**src/rtl/regfile_wb_arbiter.sv**
```systemverilog
// -----------------------------------------------------------------------------
// regfile_wb_arbiter
//
// Purpose:
//   Round-robin write-back arbiter for a register file, combined with a
//   per-register pending scoreboard. Up to NUM_REQ producers compete for
//   the single register-file write port. One winner is granted per cycle,
//   and its write is registered one cycle later. The scoreboard marks a
//   register as pending when it is reserved at issue time. A write to that
//   register clears the mark.
//
// Ports:
//   clk        rising-edge clock
//   rst        synchronous active-high reset
//   req_valid  per-requester write request
//   req_addr   packed destination addresses, requester i at [i*REG_ADDR_WIDTH +: REG_ADDR_WIDTH]
//   req_data   packed write data, requester i at [i*DATA_WIDTH +: DATA_WIDTH]
//   req_ready  one-hot-or-zero grant (combinational)
//   rsv_valid  reserve a destination register this cycle
//   rsv_addr   register to reserve
//   write_en   register-file write enable (one cycle after the grant)
//   regw       register-file write address
//   dataw      register-file write data
//   pending    scoreboard; bit r set while a write to register r is outstanding
// -----------------------------------------------------------------------------
module regfile_wb_arbiter #(
  parameter int REG_ADDR_WIDTH = 4,
  parameter int DATA_WIDTH     = 8,
  parameter int NUM_REQ        = 3
) (
  input  logic                             clk,
  input  logic                             rst,
  input  logic [NUM_REQ-1:0]               req_valid,
  input  logic [NUM_REQ*REG_ADDR_WIDTH-1:0] req_addr,
  input  logic [NUM_REQ*DATA_WIDTH-1:0]    req_data,
  output logic [NUM_REQ-1:0]               req_ready,
  input  logic                             rsv_valid,
  input  logic [REG_ADDR_WIDTH-1:0]        rsv_addr,
  output logic                             write_en,
  output logic [REG_ADDR_WIDTH-1:0]        regw,
  output logic [DATA_WIDTH-1:0]            dataw,
  output logic [(2**REG_ADDR_WIDTH)-1:0]   pending
);

  localparam int IDX_W    = (NUM_REQ > 1) ? $clog2(NUM_REQ) : 1;
  localparam int NUM_REGS = 2**REG_ADDR_WIDTH;

  // Unpacked views of the packed request buses, indexed by requester.
  logic [REG_ADDR_WIDTH-1:0] addr_arr [NUM_REQ];
  logic [DATA_WIDTH-1:0]     data_arr [NUM_REQ];

  for (genvar gi = 0; gi < NUM_REQ; gi++) begin : g_unpack
    assign addr_arr[gi] = req_addr[gi*REG_ADDR_WIDTH +: REG_ADDR_WIDTH];
    assign data_arr[gi] = req_data[gi*DATA_WIDTH +: DATA_WIDTH];
  end

  logic [IDX_W-1:0]          last_grant_q, last_grant_d;
  logic                      write_en_q,   write_en_d;
  logic [REG_ADDR_WIDTH-1:0] regw_q,       regw_d;
  logic [DATA_WIDTH-1:0]     dataw_q,      dataw_d;
  logic [NUM_REGS-1:0]       pending_q,    pending_d;

  logic                      gnt_found;
  logic [IDX_W-1:0]          gnt_idx;
  logic                      xfer;

  // Round-robin search. Candidates are visited starting one past the last
  // winner and wrapping around. The first valid candidate wins. With
  // k = NUM_REQ, the last winner itself is visited last, so a lone
  // requester is still granted every cycle.
  always_comb begin : grant_search
    logic [IDX_W-1:0] cand;
    // NOTE: every combinational output gets a default before any branch; a path
    // that leaves one unassigned would infer a latch.
    gnt_found = 1'b0;
    gnt_idx   = '0;
    cand      = '0;
    for (int k = 1; k <= NUM_REQ; k++) begin
      cand = IDX_W'((int'(last_grant_q) + k) % NUM_REQ);
      if (!gnt_found && req_valid[cand]) begin
        gnt_found = 1'b1;
        gnt_idx   = cand;
      end
    end
  end

  // Reset masks the grant, so nothing transfers while rst is high.
  always_comb begin
    req_ready = '0;
    if (!rst && gnt_found) begin
      req_ready[gnt_idx] = 1'b1;
    end
  end

  assign xfer = |req_ready;

  always_comb begin
    write_en_d   = xfer;
    regw_d       = regw_q;
    dataw_d      = dataw_q;
    last_grant_d = last_grant_q;
    if (xfer) begin
      regw_d       = addr_arr[gnt_idx];
      dataw_d      = data_arr[gnt_idx];
      last_grant_d = gnt_idx;
    end

    // The clear is applied first and the set second. When both hit the same
    // register in one cycle, the new reservation survives.
    pending_d = pending_q;
    if (write_en_q) begin
      pending_d[regw_q] = 1'b0;
    end
    if (rsv_valid) begin
      pending_d[rsv_addr] = 1'b1;
    end
  end

  // NOTE: state updates use non-blocking assignments so every flop samples the
  // pre-edge values regardless of statement order.
  always_ff @(posedge clk) begin
    if (rst) begin
      // NOTE: the scoreboard is a flop vector, not a RAM, so it can be cleared
      // in a single reset cycle. This also drops a write granted just before reset.
      last_grant_q <= IDX_W'(NUM_REQ - 1);
      write_en_q   <= 1'b0;
      regw_q       <= '0;
      dataw_q      <= '0;
      pending_q    <= '0;
    end else begin
      last_grant_q <= last_grant_d;
      write_en_q   <= write_en_d;
      regw_q       <= regw_d;
      dataw_q      <= dataw_d;
      pending_q    <= pending_d;
    end
  end

  assign write_en = write_en_q;
  assign regw     = regw_q;
  assign dataw    = dataw_q;
  assign pending  = pending_q;

endmodule

```
**config.mk**
```make
export PLATFORM = sky130hd
export DESIGN_NAME = regfile_wb_arbiter
export DESIGN_NICKNAME = d
export VERILOG_FILES = /design/src/rtl/regfile_wb_arbiter.sv
export SDC_FILE = /design/constraint.sdc
export NUM_CORES = 1
export LEC_CHECK = 0
export CAP_MARGIN = 5
export CORE_MARGIN = 2
export CORE_UTILIZATION = 25
export DETAILED_ROUTE_END_ITERATION = 8
export DONT_BUFFER_PORTS = 1
export PLACE_DENSITY = 0.47
export SETUP_SLACK_MARGIN = 0.02
export SYNTH_ARGS = -nofsm -noshare
export SYNTH_HDL_FRONTEND = slang
export SYNTH_SLANG_ARGS = --single-unit
```
**constraint.sdc**
```tcl
create_clock -name clk -period 2.5 [get_ports clk]
set_clock_uncertainty 0.1 [all_clocks]
set_input_delay 0.5 -clock clk [delete_from_list [all_inputs] [get_ports clk]]
set_output_delay 0.5 -clock clk [all_outputs]
set_load 0.02 [all_outputs]
```
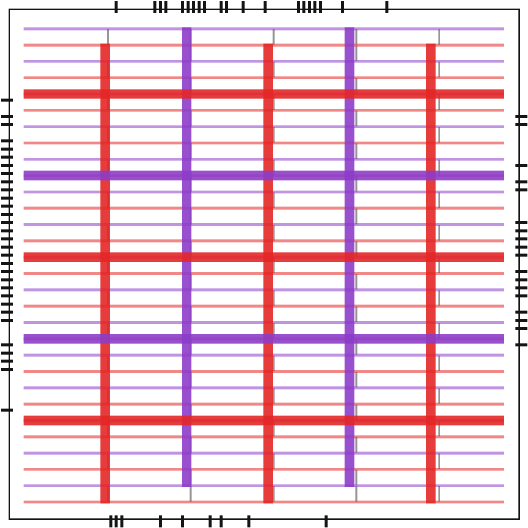
**Above:** PDN straps and rails.
Drawn at 6 px/um. Pins as bars on the die edge. Tap cells in grey.
purple -> VDD
red -> VSS
met4 straps = 5
tap cells = 77
met5 straps = 5
signal pins = 78

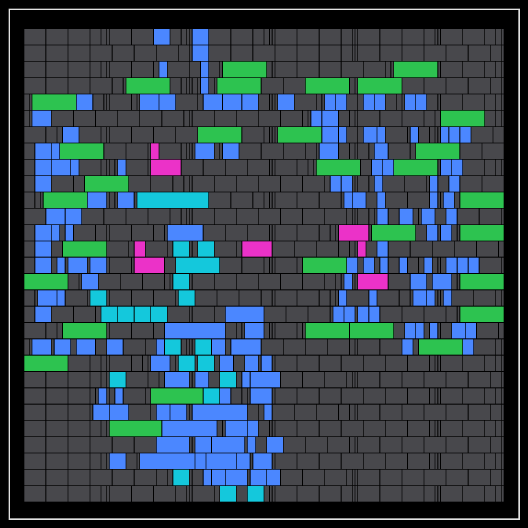
**Above:** cell classes on the final placement.
Drawn at 6 px/um. Fill, decap, tap and diode cells in grey.
blue -> remaining logic cells  # cells 154, share of their area 54%
magenta -> clock drivers and dummy loads  # cells 8, share of their area 4.1%
cyan -> remaining buffers and delay cells  # cells 21, share of their area 9.9%
green -> sequential cells  # cells 31, share of their area 32%

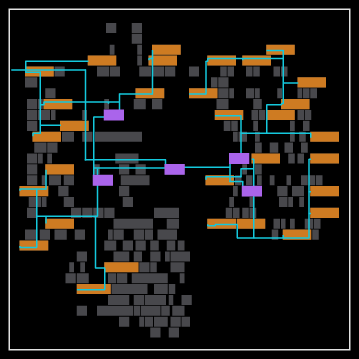
**Above:** clock distribution.
Drawn at 4 px/um.
orange -> flip-flops  # count 31
purple -> clock-net drivers  # count 5
cyan -> clock wires  # length 496 um
routed clock nets = 6

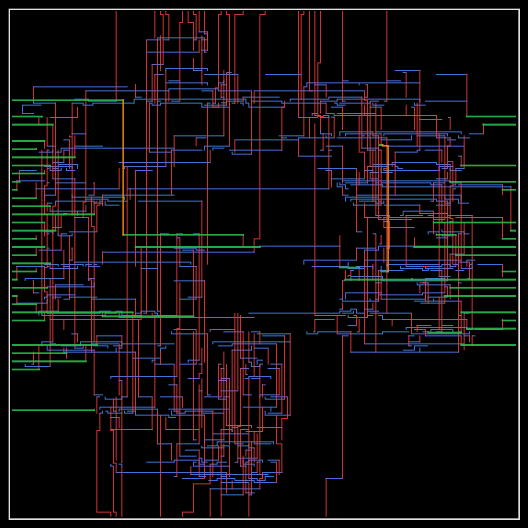
**Above:** signal wires by layer.
Drawn at 6 px/um.
blue -> M1  # wire length 2100 um
red -> M2  # wire length 2440 um
green -> M3  # wire length 440 um
orange -> M4  # wire length 44.4 um

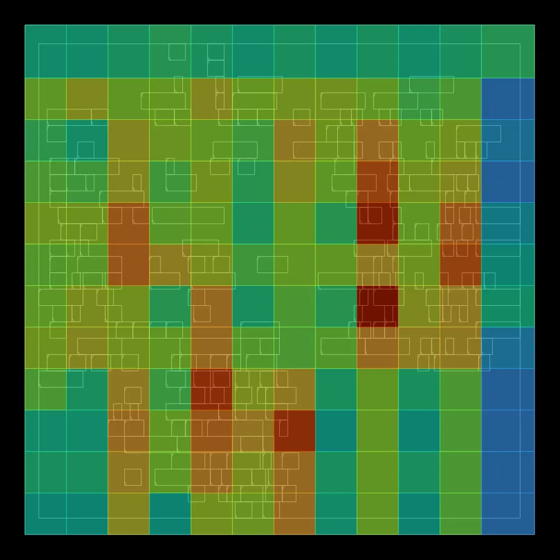
**Above:** track usage over the die.
final core occ: 32.70%
GR Util met3: 5.408%
All-Layer GR Usage: 14.21%
routed length per instance: 17.29 um

==> Changelog: implementation <==
### Physical design

- Outcome: complete, but fails checks
- Violated checks: setup timing
- Grt ovf: 0
- Switch share: 39.44%
- Most used flip-flop cell: dfxtp_1
- AND-OR/OR-AND share of the synthesized area: 27.88%
- P_comb: 1.33 mW
- Total power: 2.552 mW
- Yosys warnings: 0
- Final ANT Viol Nets: 0
- Clock sink total: 31
- Max cap viols: 0
- Post-synth regs: 31
- Worst VDD drop: 0.5316 mV
- N_diodes: 0
- Synth Seq Share: 38.10%
- FF+latch area: 628.1 sq um
- Dpl hpwl: 3.513 mm
- Adder Share, Synth: 3.072%
- Buf+Inv Stages, Crit Path: 3
- Slowest cell delay on critical path: 0.39 ns
- Internal Pwr Total: 1.546 mW
- Die height: 84.73 um
- Chip width: 84.73 um
- Clk pwr: 0.384 mW
- CTS H-Tree Depth: 2
- Rows: 29
- Top cells excl fill/tap: dfxtp_1 (29), buf_4 (19), a21oi_1 (18), nand2_1 (18), o21ai_0 (17)
- Mux frac, synth: 1.920%
- Top delay family on crit path: flip-flops
- Largest cells by area: dfxtp_1 (38%), a211o_1 (7.0%), nor3b_1 (6.9%), a21oi_1 (5.5%), a22oi_1 (5.5%)
- Hold path start: rst
- Post-placement cell area: 1787 sq um
- Antenna violations before repair: 0
- Yosys simple share: 24.81%
- Slowest cell on crit path: dfxtp_4
- Final setup fails: 8
- Register share of total power: 32.6%
- Pwr/cell area: 1236 nW/um^2
- CTS root buf: clkbuf_8
- Fraction of layout cells with a size suffix above 1: 22.90%
- Static Leak: 0.8084 nW
- R2r startpoint: last_grant_q[0]
- Cell variety after synth: 37
- PnR worst setup slack: -0.1471 ns
- CTS resizes: 18
- Sw Pwr: 1.007 mW
- Clk_lat worst skew: 0.28 ns
- WL final: 5.030 mm
- Layout fillers: 676
- Pre-antenna DRT Iters: 4
- DP Worst Slack: -0.04748 ns
- DRC viols: 0
- Async SR Flop Fraction: 0%
- Worst endpoint required time: 1.90 ns
- Synthesized area: 1629 sq um
- CP startpoint: last_grant_q[0]
- Num CTS Buffers: 5
- Power Sequential: 0.833 mW
- Design Area, Final: 2064 sq um
- Tcrit/Tclk final: 105.9%
- Min-delay worst type: primary input to flip-flop
- Final Hold Fails: 0
- CTS tree: done
- Clk slew on worst S/H paths: 0.07 ns
- Post-synth top area cell: dfxtp_1
- Iter 0 DRT Violations: 39
- Cell count after synthesis: 194
- Die area: 7178 sq um
- Fmax: 0.3778 GHz
- XOR Share, Synth: 0%
- # IOs: 78
- RSZ-0062 raised after global routing: yes
- Slew Limit Fails: 0
- FP Core Util: 25.80%
- Avg Cell Area, Syn: 8.397 sq um
- Most frequent logic cell in the layout: dfxtp_1
- MI comb area: 1033 sq um
- Crit. End Element: output pin
- Type of origin of the critical path: flip-flop
- Largest net degree at the start of global routing: 32
- Fin nets: 263
- Top cells by count: dfxtp_1 (31), nand2_1 (19), a21oi_1 (18)
- Main logic family: AND-OR/OR-AND gates
- Max_slew headroom: 62.10%
- EDFF count, synth: 0
- Combinational power share: 52.3%
- Synth Net Count: 244
- Worst-Margin Slew: 0.5672 ns
- Post-CTS Hold Buffers: 0
- Top-area cell share: 38.10%
- Count leader, synth: dfxtp_1
- Max Root-Sink Buffers: 2
- CP Cell Sequence: inv_4 > ha_4 > mux2_4 > a2111oi_4 > buf_4 > nor3_4 > buf_12
- Yosys cell count: 194
- Area delta synth->final: 26.73%
[cell families (layout without fill, tap and decap cells)]
logic type | Yosys count | count (layout)
and+or+nand+nor | 74 | 74
AOI/OAI and AO/OA | 67 | 67
DFF | 31 | 31
buffers and inverters | 15 | 35
adders and majority gates | 4 | 4
muxes | 3 | 3
[layout make-up]
type / instances / area share (%)
Sequential cell: 31 / 30.42
Multi-Input combinational cell: 148 / 50.06
Inverter: 6 / 1.455
Tap cell: 77 / 4.667
Clock inverter: 1 / 0.2424
Clock buffer: 7 / 3.697
Timing Repair Buffer: 21 / 9.455
[worst register-to-register path: cells and delay by family (launching register included)]
family          cells  cell delay [ns]
simple gates        3             0.57
buf+inv             5             0.62
compound gates      3             0.57
flops               1             0.39
fa+ha+maj           1             0.19
[path summary, 6_finish.rpt]
| check | to | slack, ns | cells after the start |
|---|---|---|---|
| worst max-delay path | req_ready[0] | -0.15 | 7 |
| worst min register to register | last_grant_q[1] | 0.43 | 1 |
| worst max register to register | regw[1] | -0.05 | 12 |
| worst min-delay path | pending[7] | 0.21 | 1 |
[registers in the layout (all words and copies together) (netlist names)]
signal and count:
write_en 1, dataw 8, regw 4, pending 16, last_grant_q 2
[stage by stage]
step | TNS [ns] | std cells | util [%]
after global placement | 0 | 272 | 28.30
after CTS | -0.1413 | 289 | 32.10
after floorplan | 0 | 194 | -
after global routing | -1.868 | 291 | 32.70
after detailed placement | -0.05984 | 272 | 28.30
final | -0.2952 | 291 | 32.70
[per-layer routing]
metal	share of wire [%]	up-vias	routed length, um	GRT usage, %
li1	-	747	-	-
met1	42	712	2101	17.09
met2	49	65	2443	23.91
met3	8.7	4	439	5.408
met4	0.87	0	44	3.608
met5	0	-	0	0
Power figures rest on the tool's default switching activity, not on a simulated workload.
